## config.mk

```make
export PLATFORM = sky130hd
export DESIGN_NAME = adaptive_threshold
export DESIGN_NICKNAME = d
export VERILOG_FILES = /design/src/rtl/adaptive_threshold_pkg.sv /design/src/rtl/adaptive_threshold_pixel_delay_line.sv /design/src/rtl/adaptive_threshold.sv
export SDC_FILE = /design/constraint.sdc
export NUM_CORES = 1
export LEC_CHECK = 0
export ABC_CLOCK_PERIOD_IN_PS = 4000
export CORE_ASPECT_RATIO = 1.75
export CORE_MARGIN = 1.5
export CORE_UTILIZATION = 30
export DETAILED_ROUTE_END_ITERATION = 16
export PLACE_DENSITY = 0.55
export SKIP_LAST_GASP = 1
export SYNTH_ARGS = -nofsm -noshare
export SYNTH_HDL_FRONTEND = slang
export SYNTH_HIERARCHICAL = 1
export SYNTH_SLANG_ARGS = --single-unit
```

## constraint.sdc

```tcl
create_clock -name clock -period 4 [get_ports clock]
set_input_delay 0.8 -clock clock [delete_from_list [all_inputs] [get_ports clock]]
set_output_delay 0.8 -clock clock [all_outputs]
set_load 0.02 [all_outputs]
```

## src/rtl/adaptive_threshold_pkg.sv

```systemverilog
// Shared constants and state encoding for the adaptive threshold stage.
package adaptive_threshold_pkg;

    localparam int DEFAULT_WIDTH_BITS  = 8;
    localparam int DEFAULT_HEIGHT_BITS = 8;
    localparam int PIXEL_BITS          = 8;

    localparam logic [PIXEL_BITS-1:0] FG_VALUE = 8'hFF;
    localparam logic [PIXEL_BITS-1:0] BG_VALUE = 8'h00;

    typedef enum logic [1:0] {
        IDLE  = 2'd0,
        RUN   = 2'd1,
        DRAIN = 2'd2,
        DONE  = 2'd3
    } state_t;

endpackage

```

## src/rtl/adaptive_threshold_pixel_delay_line.sv

```systemverilog
// Fixed-depth shift register carrying a valid bit and a pixel position alongside
// memory read data; every stage's valid bit is exposed so callers can detect an empty pipe.
module pixel_delay_line #(
    parameter int DEPTH     = 2,
    parameter int DATA_BITS = 16
) (
    input  logic                 clock,
    input  logic                 reset,
    input  logic                 in_valid,
    input  logic [DATA_BITS-1:0] in_data,
    output logic [DEPTH-1:0]     valid_taps,
    output logic [DATA_BITS-1:0] out_data
);

    logic [DATA_BITS-1:0] data_q [DEPTH];

    always_ff @(posedge clock or negedge reset) begin
        if (!reset) begin
            valid_taps <= '0;
            for (int i = 0; i < DEPTH; i++) begin
                data_q[i] <= '0;
            end
        end else begin
            valid_taps[0] <= in_valid;
            data_q[0]     <= in_data;
            for (int i = 1; i < DEPTH; i++) begin
                valid_taps[i] <= valid_taps[i-1];
                data_q[i]     <= data_q[i-1];
            end
        end
    end

    assign out_data = data_q[DEPTH-1];

endmodule

```

## src/rtl/adaptive_threshold.sv

```systemverilog
// Adaptive threshold: streams original and mean images in lock-step and writes pixel > mean - OFFSET
// as a 0/255 image. Define ADAPTIVE_THRESHOLD_COUNT_EN to add the oForegroundCount output.
module adaptive_threshold
    import adaptive_threshold_pkg::*;
#(
    parameter int WIDTH_BITS   = DEFAULT_WIDTH_BITS,
    parameter int HEIGHT_BITS  = DEFAULT_HEIGHT_BITS,
    parameter int OFFSET       = 5,
    parameter int READ_LATENCY = 1
) (
    input  logic                   clock,
    input  logic                   reset,
    input  logic                   start,
    output logic [WIDTH_BITS-1:0]  oImageCol,
    output logic [HEIGHT_BITS-1:0] oImageRow,
    input  logic [PIXEL_BITS-1:0]  iImageData,
    output logic [WIDTH_BITS-1:0]  oMeanCol,
    output logic [HEIGHT_BITS-1:0] oMeanRow,
    input  logic [PIXEL_BITS-1:0]  iMeanData,
    output logic [WIDTH_BITS-1:0]  oResultCol,
    output logic [HEIGHT_BITS-1:0] oResultRow,
    output logic [PIXEL_BITS-1:0]  oResultData,
    output logic                   oResultWren,
    output logic                   busy,
    output logic                   finished
`ifdef ADAPTIVE_THRESHOLD_COUNT_EN
    ,
    output logic [WIDTH_BITS+HEIGHT_BITS:0] oForegroundCount
`endif
);

    localparam int POS_BITS = WIDTH_BITS + HEIGHT_BITS;
    localparam int DEPTH    = READ_LATENCY + 1;
    localparam logic [POS_BITS-1:0]     LAST_POS   = '1;
    localparam logic [PIXEL_BITS+1:0]   OFFSET_EXT = (PIXEL_BITS+2)'(OFFSET);

    state_t              state;
    state_t              state_next;
    logic [POS_BITS-1:0] pos;
    logic [POS_BITS-1:0] write_pos;
    logic [DEPTH-1:0]    valid_taps;
    logic                issue_valid;
    logic                run_entry;
    logic                pipe_empty;
    logic                align_valid;
    logic                is_fg;

    assign run_entry = ((state == IDLE) || (state == DONE)) && start;

    always_ff @(posedge clock or negedge reset) begin
        if (!reset) begin
            state <= IDLE;
        end else begin
            state <= state_next;
        end
    end

    // DRAIN ends once only the output stage still holds a write, so DONE follows the last strobe.
    always_comb begin
        state_next = state;
        case (state)
            IDLE:    if (start) state_next = RUN;
            RUN:     if (pos == LAST_POS) state_next = DRAIN;
            DRAIN:   if (pipe_empty) state_next = DONE;
            DONE:    if (start) state_next = RUN;
            default: state_next = IDLE;
        endcase
    end

    always_comb begin
        busy        = 1'b0;
        finished    = 1'b0;
        issue_valid = 1'b0;
        case (state)
            RUN: begin
                busy        = 1'b1;
                issue_valid = 1'b1;
            end
            DRAIN:   busy = 1'b1;
            DONE:    finished = 1'b1;
            default: ;
        endcase
    end

    // Saturates at the last pixel so DRAIN keeps pointing at N-1 instead of wrapping to 0.
    always_ff @(posedge clock or negedge reset) begin
        if (!reset) begin
            pos <= '0;
        end else if (run_entry) begin
            pos <= '0;
        end else if ((state == RUN) && (pos != LAST_POS)) begin
            pos <= pos + POS_BITS'(1);
        end
    end

    assign oImageCol = pos[WIDTH_BITS-1:0];
    assign oImageRow = pos[POS_BITS-1:WIDTH_BITS];
    assign oMeanCol  = pos[WIDTH_BITS-1:0];
    assign oMeanRow  = pos[POS_BITS-1:WIDTH_BITS];

    pixel_delay_line #(
        .DEPTH     (DEPTH),
        .DATA_BITS (POS_BITS)
    ) u_delay (
        .clock      (clock),
        .reset      (reset),
        .in_valid   (issue_valid),
        .in_data    (pos),
        .valid_taps (valid_taps),
        .out_data   (write_pos)
    );

    assign align_valid = valid_taps[DEPTH-2];
    assign pipe_empty  = (valid_taps[DEPTH-2:0] == '0);
    assign is_fg       = ({2'b00, iImageData} + OFFSET_EXT) > {2'b00, iMeanData};

    always_ff @(posedge clock or negedge reset) begin
        if (!reset) begin
            oResultData <= BG_VALUE;
        end else if (align_valid) begin
            oResultData <= is_fg ? FG_VALUE : BG_VALUE;
        end
    end

    assign oResultWren = valid_taps[DEPTH-1];
    assign oResultCol  = write_pos[WIDTH_BITS-1:0];
    assign oResultRow  = write_pos[POS_BITS-1:WIDTH_BITS];

`ifdef ADAPTIVE_THRESHOLD_COUNT_EN
    always_ff @(posedge clock or negedge reset) begin
        if (!reset) begin
            oForegroundCount <= '0;
        end else if (run_entry) begin
            oForegroundCount <= '0;
        end else if (oResultWren && (oResultData == FG_VALUE)) begin
            oForegroundCount <= oForegroundCount + (POS_BITS+1)'(1);
        end
    end
`endif

endmodule

```

==> out/metrics.yaml, run 1 <==
area_growth_pct: 29.2
ant_nets: 0
rows: 44
drive_gt1_share_pct: 4.55
synth_cells: 223
initCoreUtil_pct: 30.6
slowest_delay_ns: 0.62
cts_buffer_depth: 2
final_nets: 297
async_reset_ff_share_pct: 100
clkLatencyLatePin_ns: 0.29
post_cts_buffers: 0
crit_buf_inv: 3
synth-edff-count: 0
crit_chain: "inv_1 > ha_1 > inv_1 > clkdlybuf4s50_1"
gr-total-overflow: 0
finalSetupViolations: 0
ctsHoldBuffers: 0
cts_resized: 0
area_leaders: "dfrtp_1 53%, buf_4 12%, ha_1 7.0%"
comb_cells: 113
coreArea_um2: 8200
syn_area_um2: 2510
ff_count: 53
dp.cells: 349
die_area_um2: 8940
status: "completed"
cp-endpoint: "busy"
grt_first_pass_wirelength_um: 7600
hold_class: "flop to flop"
rsz0062_at_grt: "no"
crit_cells: 4
regArea_um2: 1330
fmaxAchievable_mhz: 374
fillers: 806
cpMostUsedCell: "inv_1"
tap_cells: 92
tightest_slew_ns: 0.669
antenna_found_initial: 0
ys_ff: 53
critPathMaxFanout: 4
clk_pin_slew_worst_paths_ns: 0.06
comb_area_share_pct: 25.1
buffer_area_share_pct: 23.9
drc: 0
cts_tree: "built"
p_leak_nw: 1.49
hold_path_end: "u_delay/out_data[0]$_DFF_PN0_"
maxCapViolations: 0
critPathArrivalTime_ns: 1.87
htree_levels: 2
r2r_cells: 7
finalCriticalPeriod_ns: 2.67
[run 1: cell usage after synthesis (2+ instances only)]
master	count
nand2_1	12
clkbuf_1	2
a31oi_1	2
ha_1	14
xor2_1	10
and3_1	3
inv_1	13
o2111ai_1	3
nand3_1	6
nor3_1	5
and4_1	2
or3_1	2
mux2i_1	2
a21oi_1	3
nand4_1	2
nor2_1	15
o211ai_1	5
xnor2_1	7
dfrtp_1	53
o21a_1	2
buf_4	39
buf_1	2
o21ai_0	6
[run 1: per-layer routing]
layer	track usage, %	up-vias	part of all wire [%]
met4	6.72	0	2.6
met3	2.35	8	5.3
met1	12.2	757	38
met2	20.1	47	54
li1	-	788	-
met5	0	-	0
[run 1: logic make-up (layout without fill, tap and decap cells)]
kind of cell	count (synthesis)	count (layout)	share of synthesized area, %
AOI/OAI and AO/OA	29	29	8.83
and+or+nand+nor	51	51	9.93
xor gates and xnor gates	17	17	5.94
muxes	2	2	0.798
buffers and inverters	57	98	14.7
DFF	53	53	52.9
adders and majority gates	14	14	6.98
[run 1: per-stage QoR]
stage	utilization [%]	area, µm²	worst slack, ns	hold WS (ns)
2_1_floorplan	-	2510	1.70	0.331
3_3_place_gp	37.5	3080	1.14	0.333
3_5_place_dp	37.5	3080	1.09	0.335
4_1_cts	39.5	3240	1.27	0.348
5_1_grt	39.5	3240	1.19	0.355
6_report	39.5	3240	1.33	0.348
[run 1: state kept, by name, indices dropped and copies added (netlist names)]
| signal | flops |
|---|---|
| u_delay/data_q | 16 |
| u_delay/valid_taps | 2 |
| oResultData | 1 |
| pos | 16 |
| state | 2 |
| u_delay/out_data | 16 |
[run 1: power by group]
part           total, mW  leakage, nW  internal (mW)  switching, mW
Sequential         0.654        0.723          0.600         0.0535
Combinational      0.567        0.687          0.263          0.304
Clock              0.477       0.0803          0.294          0.183
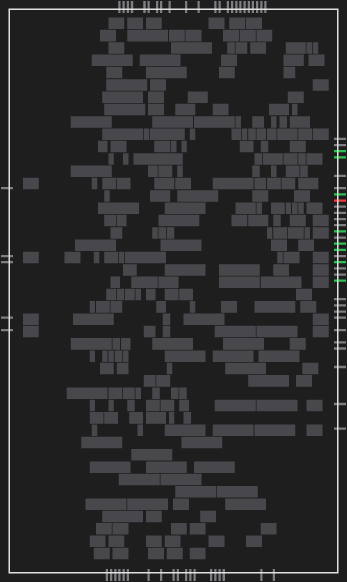
*Pin placement, run 1*
Pins as bars across the die edge, other pins in grey.
Key: oResultWren = red [pins 1, direction output, edge right]; iImageData = green [pins 8, direction input, edge right]
All pins by edge: 31 right, 23 top, 19 bottom, 5 left.

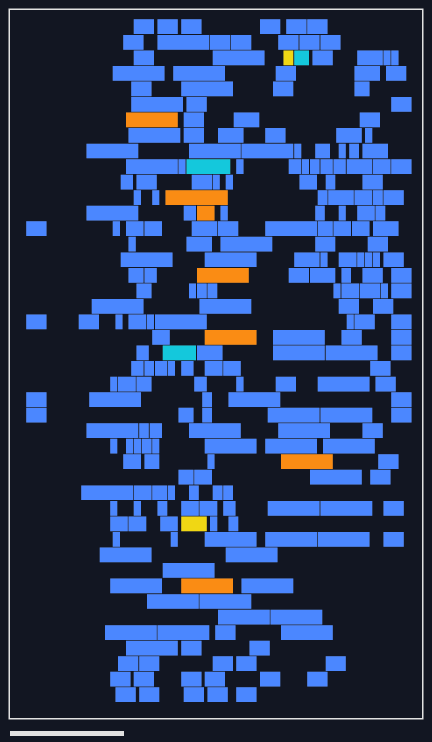
*Drive-strength map, run 1*
Scale bar: 20 µm.
Key: _0 and _1 cells = blue [cells 252, most used clkdlybuf4s50_1]; _6 and larger = orange [cells 7, most used clkbuf_16]; _2 cells = yellow [cells 2]; _3 and _4 cells = cyan [cells 3]

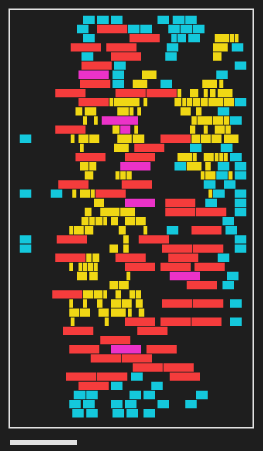
*Cells coloured by class, run 1*
Scale bar: 20 µm.
Key: clock drivers and dummy loads = magenta [cells 7]; other buffers and delay cells = cyan [cells 78]; flops = red [cells 53]; combinational and other logic = yellow [cells 126]

==> run 1 -> run 2 <==
ABC_CLOCK_PERIOD_IN_PS = 2700   (was 4000)
clock period = 2.7 ns   (was 4 ns; I/O delays follow)
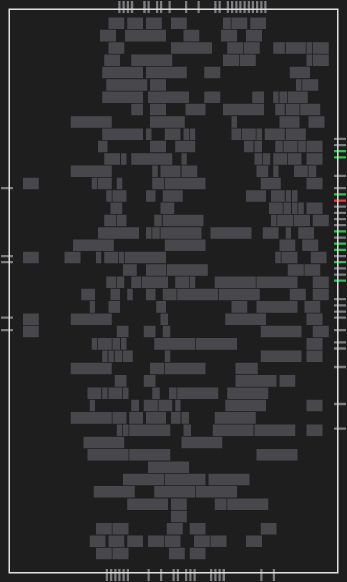
*Pin placement, run 2*
Pins as bars across the die edge, other pins in grey.
Key: oResultWren = red [pins 1, direction output, edge right]; iImageData = green [pins 8, direction input, edge right]
All pins by edge: 31 right, 23 top, 19 bottom, 5 left.

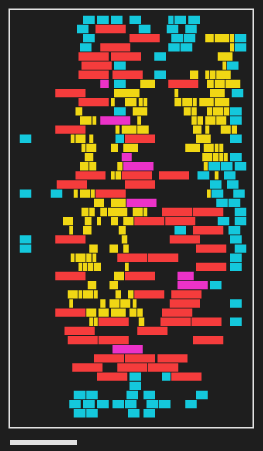
*Cells coloured by class, run 2*
Scale bar: 20 µm.
Key: clock drivers and dummy loads = magenta [cells 8]; flops = red [cells 53]; combinational and other logic = yellow [cells 126]; other buffers and delay cells = cyan [cells 79]

==> out/metrics.yaml, run 2 <==
critPathArrivalTime_ns: 1.86
finalSetupViolations: 0
htree_levels: 2
crit_chain: "inv_1 > ha_1 > inv_1 > clkdlybuf4s50_1"
pg_seq_mw: 0.971
rows: 44
fillers: 825
cp-endpoint: "busy"
busiest_layer: "met2"
powerClk_mw: 0.652
regArea_um2: 1330
syn_area_um2: 2510
ys_ff: 53
p_seq_share_pct: 39.3
area_growth_pct: 29.2
status: "completed"
synth.most_common_cell: "dfrtp_1"
coreArea_um2: 8200
grt_first_pass_wirelength_um: 7710
p_sw_share_pct: 32.8
rsz0062_at_grt: "no"
clkPwrFrac_pct: 26.4
die_area_um2: 8940
power-top-group: "sequential cells"
wl_met2_um: 2680
comb-power_mw: 0.848
hold_class: "input pin to asynchronous set/reset pin"
top_layer: "met4"
finalCriticalPeriod_ns: 2.40
synth-edff-count: 0
ctsHoldBuffers: 0
clk_pin_slew_worst_paths_ns: 0.07
async_reset_ff_share_pct: 100
initCoreUtil_pct: 30.6
use_met2_pct: 21.0
cts_tree: "built"
drive_gt1_share_pct: 5.26
tightest_slew_ns: 0.452
post_cts_buffers: 0
wl_met1_um: 1720
run 2: cell families after synthesis:
logic type      count (synthesis)  synth area share, %
simple gates                   51                 9.93
buf+inv                        57                 14.7
mux                             2                0.798
flops                          53                 52.9
compound gates                 29                 8.83
xor+xnor                       17                 5.94
fa+ha+maj                      14                 6.98
run 2: per-stage QoR:
| step | hold slack (ns) | utilization [%] | cell area, µm² | setup slack [ns] | instances |
|---|---|---|---|---|---|
| final | 0.188 | 39.5 | 3240 | 0.299 | 358 |
| after global routing | 0.214 | 39.5 | 3240 | 0.202 | 358 |
| after CTS | 0.199 | 39.5 | 3240 | 0.267 | 358 |
| after detailed placement | 0.335 | 37.6 | 3090 | 0.0223 | 350 |
| after global placement | 0.333 | 37.6 | 3090 | 0.0977 | 350 |
| after floorplan | 0.244 | - | 2510 | 0.656 | 223 |
run 2: final cells by class:
cell class,instances,area share (%)
timing repair buffer,79,24.1
inverter,13,1.51
multi-input combinational,113,25.1
clock buffer,6,4.29
sequential,53,40.9
clock inverter,2,0.502
tap,92,3.55
run 2: worst min-delay path by stage:
stage	cells past startpoint	endpoint	start	slack (ns)
floorplan	0	oResultData[6]$_DFFE_PN0P_	reset	0.24
global placement	0	u_delay/out_data[14]$_DFF_PN0_	u_delay/data_q[30]$_DFF_PN0_	0.33
detailed placement	0	u_delay/out_data[0]$_DFF_PN0_	u_delay/data_q[16]$_DFF_PN0_	0.33
CTS	1	u_delay/out_data[14]$_DFF_PN0_	reset	0.20
global route	1	u_delay/out_data[14]$_DFF_PN0_	reset	0.21
finish	1	u_delay/out_data[14]$_DFF_PN0_	reset	0.19
run 2: worst max-delay path, delay by kind of cell, from the launching register on:
| family | cells | cell delay (ns) |
|---|---|---|
| buffers and inverters | 3 | 0.83 |
| adders and majority gates | 1 | 0.34 |
| DFF | 1 | 0.41 |
==> run 2 -> run 3 <==
ABC_AREA = 0   (was default)
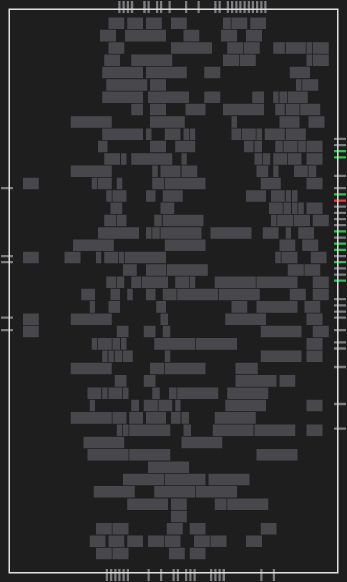
*Pin placement, run 3*
Pins as bars across the die edge, other pins in grey.
Key: iImageData = green [pins 8, direction input, edge right]; oResultWren = red [pins 1, direction output, edge right]
All pins by edge: 31 right, 23 top, 19 bottom, 5 left.

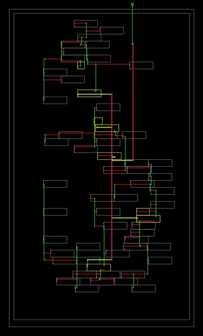
*Clock routing, run 3*
clk latency late pin: 0.29 ns
clk_skew: 0.00506 ns
Clock group: 0.652 mW
seq_cells: 53

==> out/metrics.yaml, run 3 <==
cts_tree: "built"
synth.most_common_cell: "dfrtp_1"
placed_area_um2: 3090
finalSetupViolations: 0
inverters: 13
status: "completed"
busiest_layer: "met2"
clkPwrFrac_pct: 26.4
fin_area_um2: 3240
area_leaders: "dfrtp_1 53%, buf_4 12%, ha_1 7.0%"
finalCriticalPeriod_ns: 2.40
hold_class: "input pin to asynchronous set/reset pin"
p_seq_share_pct: 39.3
coreArea_um2: 8200
comb_cells: 113
use_met2_pct: 21.0
top_layer: "met4"
syn_area_um2: 2510
critPathArrivalTime_ns: 1.86
buffer_area_share_pct: 24.1
clock_area_share_pct: 4.79
seq-cell-share_pct: 40.9
area_growth_pct: 29.2
async_reset_ff_share_pct: 100
critPathMaxFanout: 4
wl_met3_um: 235
clk_pin_slew_worst_paths_ns: 0.07
drive_gt1_share_pct: 5.26
initCoreUtil_pct: 30.6
wl_met2_um: 2680
htree_levels: 2
post_cts_buffers: 0
wl_met1_um: 1720
finish.utilization_pct: 39.5
buffers_excl_clock: 79
synth_cells: 223
grt_util_met1_pct: 11.8
final_nets: 298
grt_use_met3_pct: 2.10
synth-edff-count: 0
rows: 44
cts_resized: 0
antenna_found_initial: 0
area_dominant_class: "sequential cells"
p_leak_nw: 1.49
cts_buffer_depth: 2
tap_cells: 92
gr-total-overflow: 0
regArea_um2: 1330
p_comb_share_pct: 34.3
[run 3: power groups by stage]
stage	clock, mW	sequential (mW)	combinational, mW
final	0.652	0.971	0.848
after floorplan	0	1.01	0.554
after global placement	0	0.986	0.861
after CTS	0.678	0.976	0.867
after global routing	0.719	0.995	0.929
after detailed placement	0	0.990	0.865
[run 3: cell families (layout without fill, tap and decap cells)]
logic type	count (synthesis)	in the layout	share of synthesized area, %
XOR/XNOR	17	17	5.94
AND/OR/NAND/NOR	51	51	9.93
flip-flops	53	53	52.9
multiplexers	2	2	0.798
AND-OR/OR-AND	29	29	8.83
buffers and inverters	57	100	14.7
adder cells (fa/ha/maj)	14	14	6.98
[run 3: metrics by stage]
stage / hold slack, ns / cells / worst slack, ns
2_1_floorplan: 0.244 / 223 / 0.656
3_3_place_gp: 0.333 / 350 / 0.0977
3_5_place_dp: 0.335 / 350 / 0.0223
4_1_cts: 0.199 / 358 / 0.267
5_1_grt: 0.214 / 358 / 0.202
6_report: 0.188 / 358 / 0.299
[run 3: path summary, 6_finish.rpt]
check	startpoint	to	slack [ns]	cells after the start
worst max-delay path	state[0]$_DFFE_PN0P_	busy	0.30	4
worst min-delay path	reset	u_delay/out_data[14]$_DFF_PN0_	0.19	1
worst max register to register	pos[4]$_DFFE_PN0P_	state[1]$_DFFE_PN0P_	0.77	5
worst min register to register	u_delay/data_q[16]$_DFF_PN0_	u_delay/out_data[0]$_DFF_PN0_	0.34	0
max in group asynchronous	reset	u_delay/valid_taps[1]$_DFF_PN0_	1.72	2
min in group clock	u_delay/data_q[16]$_DFF_PN0_	u_delay/out_data[0]$_DFF_PN0_	0.34	0
[run 3: critical path, stage by stage, from the launching register on]
cell and delay, ns:
dfrtp_1 0.41, inv_1 0.08, ha_1 0.34, inv_1 0.12, clkdlybuf4s50_1 0.63
Power and IR drop assume default switching activity.
